$ cat src/rtl/ram_burst_pkg.sv
// Shared types and default sizes for the RAM burst initiator.
// Default sizes match the 128x32 single-port RAM.
package ram_burst_pkg;

  localparam int unsigned DEF_DATA_WIDTH = 32;
  localparam int unsigned DEF_ADDR_WIDTH = 7;
  localparam int unsigned DEF_LEN_WIDTH  = 8;
  localparam int unsigned MAX_LEN        = 128;

  typedef enum logic [1:0] {
    ST_IDLE  = 2'd0,
    ST_WRITE = 2'd1,
    ST_READ  = 2'd2,
    ST_DONE  = 2'd3
  } state_e;

endpackage

$ cat src/rtl/ram_burst_ctrl.sv
// Burst initiator for the 128x32 single-port RAM: streams words in (write burst)
// or out (read burst) between valid/ready handshakes and the RAM port.
module ram_burst_ctrl
  import ram_burst_pkg::*;
#(
  parameter int unsigned DATA_WIDTH = DEF_DATA_WIDTH,
  parameter int unsigned ADDR_WIDTH = DEF_ADDR_WIDTH,
  parameter int unsigned LEN_WIDTH  = DEF_LEN_WIDTH
) (
  input  logic                  clk,
  input  logic                  rst_n,
  input  logic                  cmd_valid,
  output logic                  cmd_ready,
  input  logic                  cmd_write,
  input  logic [ADDR_WIDTH-1:0] cmd_addr,
  input  logic [LEN_WIDTH-1:0]  cmd_len,
  input  logic [DATA_WIDTH-1:0] wr_data,
  input  logic                  wr_valid,
  output logic                  wr_ready,
  output logic [DATA_WIDTH-1:0] rd_data,
  output logic                  rd_valid,
  input  logic                  rd_ready,
  output logic                  busy,
  output logic                  done,
  output logic                  ram_we,
  output logic [ADDR_WIDTH-1:0] ram_addr,
  output logic [DATA_WIDTH-1:0] ram_d,
  input  logic [DATA_WIDTH-1:0] ram_q
);

  localparam logic [LEN_WIDTH-1:0]  LEN_MAX  = LEN_WIDTH'(MAX_LEN);
  localparam logic [LEN_WIDTH-1:0]  LEN_ONE  = LEN_WIDTH'(1);
  localparam logic [ADDR_WIDTH-1:0] ADDR_ONE = ADDR_WIDTH'(1);

  state_e                  state_q, state_d;
  logic [ADDR_WIDTH-1:0]   addr_q, addr_d;
  logic [LEN_WIDTH-1:0]    rem_q, rem_d;
  logic [DATA_WIDTH-1:0]   rd_data_q, rd_data_d;
  logic                    rd_valid_q, rd_valid_d;
  logic                    rd_load;
  logic                    rd_drain_ok;

  always_ff @(posedge clk or negedge rst_n) begin
    if (!rst_n) begin
      state_q    <= ST_IDLE;
      addr_q     <= '0;
      rem_q      <= '0;
      rd_data_q  <= '0;
      rd_valid_q <= 1'b0;
    end else begin
      state_q    <= state_d;
      addr_q     <= addr_d;
      rem_q      <= rem_d;
      rd_data_q  <= rd_data_d;
      rd_valid_q <= rd_valid_d;
    end
  end

  always_comb begin
    state_d     = state_q;
    addr_d      = addr_q;
    rem_d       = rem_q;
    rd_data_d   = rd_data_q;
    rd_valid_d  = rd_valid_q;
    cmd_ready   = 1'b0;
    wr_ready    = 1'b0;
    done        = 1'b0;
    ram_we      = 1'b0;
    ram_addr    = '0;
    ram_d       = '0;
    rd_load     = 1'b0;
    rd_drain_ok = !rd_valid_q || rd_ready;

    case (state_q)
      ST_IDLE: begin
        cmd_ready = 1'b1;
        if (cmd_valid) begin
          addr_d = cmd_addr;
          rem_d  = (cmd_len > LEN_MAX) ? LEN_MAX : cmd_len;
          if (cmd_len == '0)  state_d = ST_DONE;
          else if (cmd_write) state_d = ST_WRITE;
          else                state_d = ST_READ;
        end
      end

      ST_WRITE: begin
        wr_ready = 1'b1;
        ram_addr = addr_q;
        ram_d    = wr_data;
        ram_we   = wr_valid;
        if (wr_valid) begin
          addr_d = addr_q + ADDR_ONE;
          rem_d  = rem_q - LEN_ONE;
          if (rem_q == LEN_ONE) state_d = ST_DONE;
        end
      end

      ST_READ: begin
        ram_addr = addr_q;
        // The output slot refills in the same cycle it drains, so a held-high
        // rd_ready sustains one word per cycle.
        rd_load  = (rem_q != '0) && rd_drain_ok;
        if (rd_load) begin
          rd_data_d  = ram_q;
          rd_valid_d = 1'b1;
          addr_d     = addr_q + ADDR_ONE;
          rem_d      = rem_q - LEN_ONE;
        end else if (rd_valid_q && rd_ready) begin
          rd_valid_d = 1'b0;
        end
        if ((rem_q == '0) && rd_drain_ok) state_d = ST_DONE;
      end

      ST_DONE: begin
        ram_addr = addr_q;
        done     = 1'b1;
        state_d  = ST_IDLE;
      end

      default: state_d = ST_IDLE;
    endcase
  end

  assign busy     = (state_q != ST_IDLE);
  assign rd_data  = rd_data_q;
  assign rd_valid = rd_valid_q;

endmodule

$ cat config.mk
export PLATFORM = sky130hd
export DESIGN_NAME = ram_burst_ctrl
export DESIGN_NICKNAME = d
export VERILOG_FILES = /design/src/rtl/ram_burst_pkg.sv /design/src/rtl/ram_burst_ctrl.sv
export SDC_FILE = /design/constraint.sdc
export NUM_CORES = 1
export LEC_CHECK = 0
export CORE_MARGIN = 8
export CORE_UTILIZATION = 34
export DETAILED_ROUTE_END_ITERATION = 10
export PLACE_DENSITY = 0.82
export SYNTH_ARGS = -nofsm -noshare
export SYNTH_HDL_FRONTEND = slang
export SYNTH_SLANG_ARGS = --single-unit
$ cat constraint.sdc
create_clock -name clk -period 2 [get_ports clk]
set_input_delay 0.2 -clock clk [delete_from_list [all_inputs] [get_ports clk]]
set_output_delay 0.2 -clock clk [all_outputs]
set_load 0.03 [all_outputs]
==> flow_summary.yaml <==
# generated from flow reports
status:
  outcome: "finished, final reports clean"
clock_tree:
  clkSinkCount: 50
  cts_tree: "built"
  cts-root-buf: "clkbuf_8"
  clock_latency_ps: 300
place:
  hpwl_um: 6987
  io_buffers: 161
  placed_area_um2: 4374
  gp_congestion: 0.8696
yosys:
  syn_area_per_cell_um2: 10.41
  synth-async-reset-ratio_pct: 100.0
  synth.net_count: 351
  ff_type: "dfrtp_1"
  yosysCellCount: 257
  synth_cell_types: 40
  edf_count: 0
  synthCells: 257
  netlist_area_um2: 2675
  yosysWarnings: 0
  synth_seq_share_pct: 46.77
drt:
  viasPerCell: 4.917
  wl_per_cell_um: 16.37
  totalWireLength_um: 8662
  drtAntennaViolNets: 0
  drcViolationCount: 0
  dr.pass1.iters: 4
power:
  power_density_nw_per_um2: 1774
  cellLeakagePower_uw: 0.001965
floorplan:
  core_um2: 7687
  rows: 32
  fp.dieW_um: 104.7
  io_pins: 162
  die_y_um: 104.7
  fp_util_pct: 34.80
sta:
  finalHoldViolations: 0
  finalSetupTns_ps: 0
  fin_crit_sh_pct: 97.99
  maxSlewHeadroom_pct: 57.25
  whs_ps: 452.4
  min_period_ps: 1960
  fmaxAchievable_mhz: 510.2
  maxSlewViolCount: 0
  fin_skew_ps: 5.107
  finalSetupViolations: 0
critical_path:
  cp_num_buf_inv: 0
  worst_setup_path_start_kind: "flip-flop"
  worst_ep_arrival_time_ps: 2150
  crit_type: "reg -> reg"
  critPathMaxStageDelay_ps: 550
  crit_fanout: 5
  cp.required_ps: 2190
  end_kind: "flip-flop"
  crit_slowest_cell: "or4_4"
final_layout:
  fin_cells: 529
  syn_to_final_growth_pct: 67.49
  fill_cells: 676
  layout_top_cell: "clkdlybuf4s50_1"
  layout_top_cells: "117 x clkdlybuf4s50_1, 50 x dfrtp_1, 43 x buf_4"
  nets: 520
global_route:
  grt-ovfl-total: 0
  grt_pass1_wl_um: 14080
  grt_pass1_vias: 2750
  grt_usage_pct: 15.23
run:
  warning_count: 32
  max_cap_viol_count: 0
==> worst paths after layout <==
path                             from    endpoint  depth (start not counted)
min reg2reg                rd_data[3]  rd_data[3]                          1
max                          rem_q[4]  state_q[0]                          5
max reg2reg                  rem_q[4]  state_q[0]                          5
max in group asynchronous       rst_n  rd_data[3]                          3
min                             rst_n   addr_q[2]                          2
min in group clk             rd_ready    rd_valid                          4
==> layout make-up <==
class | instances | area [um^2] | share of cell area, %
clock buffer | 6 | 72.57 | 1.620
clock inverter | 2 | 13.76 | 0.3072
inverter | 8 | 30.03 | 0.6702
multi-input combinational | 188 | 1358 | 30.30
sequential | 50 | 1251 | 27.93
tap | 102 | 127.6 | 2.848
timing repair buffer | 173 | 1628 | 36.33
==> through the flow <==
| stage | util [%] | worst slack (ps) | power [uW] |
|---|---|---|---|
| after CTS | 58.01 | 8.050 | 7977 |
| final | 58.28 | 40.12 | 7949 |
| after global placement | 56.90 | 86.50 | 7276 |
| after global routing | 58.28 | 3.122 | 8490 |
| after detailed placement | 56.90 | 17.07 | 7438 |
| after floorplan | - | 104.2 | 5330 |
==> layer usage <==
metal	vias up	routed length (um)	track usage (%)
li1	1236	-	-
met1	1227	3478	16.90
met2	129	4228	26.37
met3	9	892	6.818
met4	0	62	3.160
met5	-	0	0
==> timing repair <==
item,CTS,global route
endpoints found under the hold margin,26,0
gates resized,9,3
endpoints found under the setup margin,9,6
hold buffers,1,0
pin swaps,0,1
setup buffers,0,1
==> state kept, by name, summed over array words and instances (netlist names) <==
register  cells
rem_q         8
rd_valid      1
rd_data      32
addr_q        7
state_q       2
==> kinds of logic after synthesis <==
family | after synthesis | share of synthesized area (%)
DFF | 50 | 46.77
muxes | 35 | 14.59
adders and majority gates | 9 | 4.210
buffers and inverters | 19 | 3.274
and+or+nand+nor | 98 | 20.77
AOI/OAI and AO/OA | 46 | 10.38
==> Yosys cell counts, types with 2 or more instances <==
| cell | number | area (um^2) |
|---|---|---|
| a21oi_1 | 12 | 60.06 |
| a221oi_1 | 2 | 17.52 |
| a32oi_1 | 3 | 26.28 |
| and2_1 | 33 | 206.5 |
| and3_1 | 2 | 12.51 |
| buf_4 | 3 | 22.52 |
| clkbuf_1 | 6 | 22.52 |
| dfrtp_1 | 50 | 1251 |
| ha_1 | 9 | 112.6 |
| inv_1 | 8 | 30.03 |
| mux2_2 | 32 | 360.4 |
| mux2i_1 | 3 | 30.03 |
| nand2_1 | 16 | 60.06 |
| nand2b_1 | 3 | 18.77 |
| nand3_1 | 10 | 50.05 |
| nor2_1 | 8 | 30.03 |
| nor2b_1 | 9 | 56.30 |
| nor3_1 | 3 | 15.01 |
| nor4_1 | 4 | 25.02 |
| o21ai_0 | 17 | 85.08 |
| o22ai_1 | 2 | 12.51 |
| o31ai_1 | 2 | 15.01 |
| or3_1 | 2 | 12.51 |
| or4_4 | 2 | 22.52 |
==> where the power goes <==
part           internal [uW]  switching (uW)
logic                   2360            3120
registers               1540             343
clock network            248             339
==> images/m1.png <==
The bar under the picture is 20 um long. Supply wires on this layer in grey.
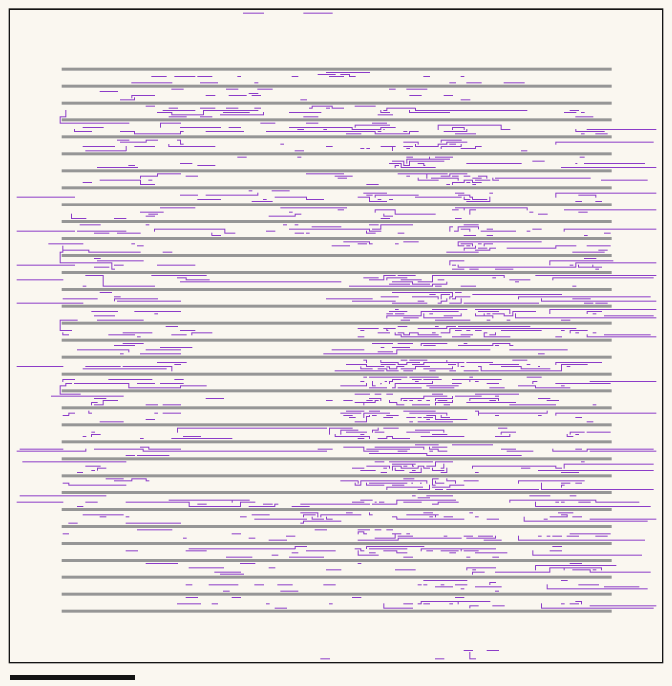
nets with wire on the layer: 461
longest straight run: 29.4 um
wire length on this layer: 3480 um
main direction: horizontal

==> images/m2.png <==
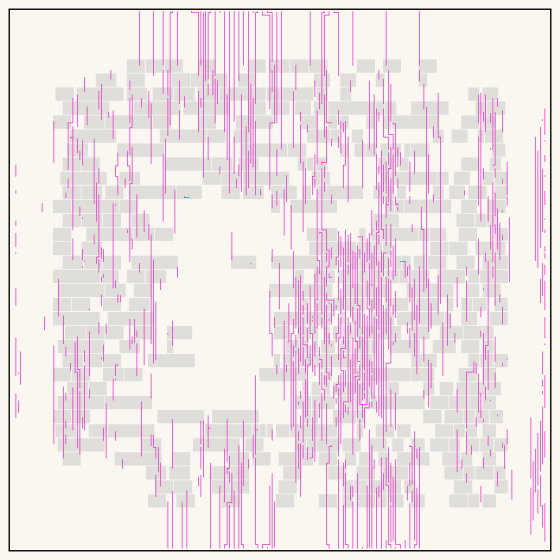
longest straight run: 35.2 um
wire length on this layer: 4230 um
main direction: vertical

Power figures rest on the tool's default switching activity, not on a simulated workload.
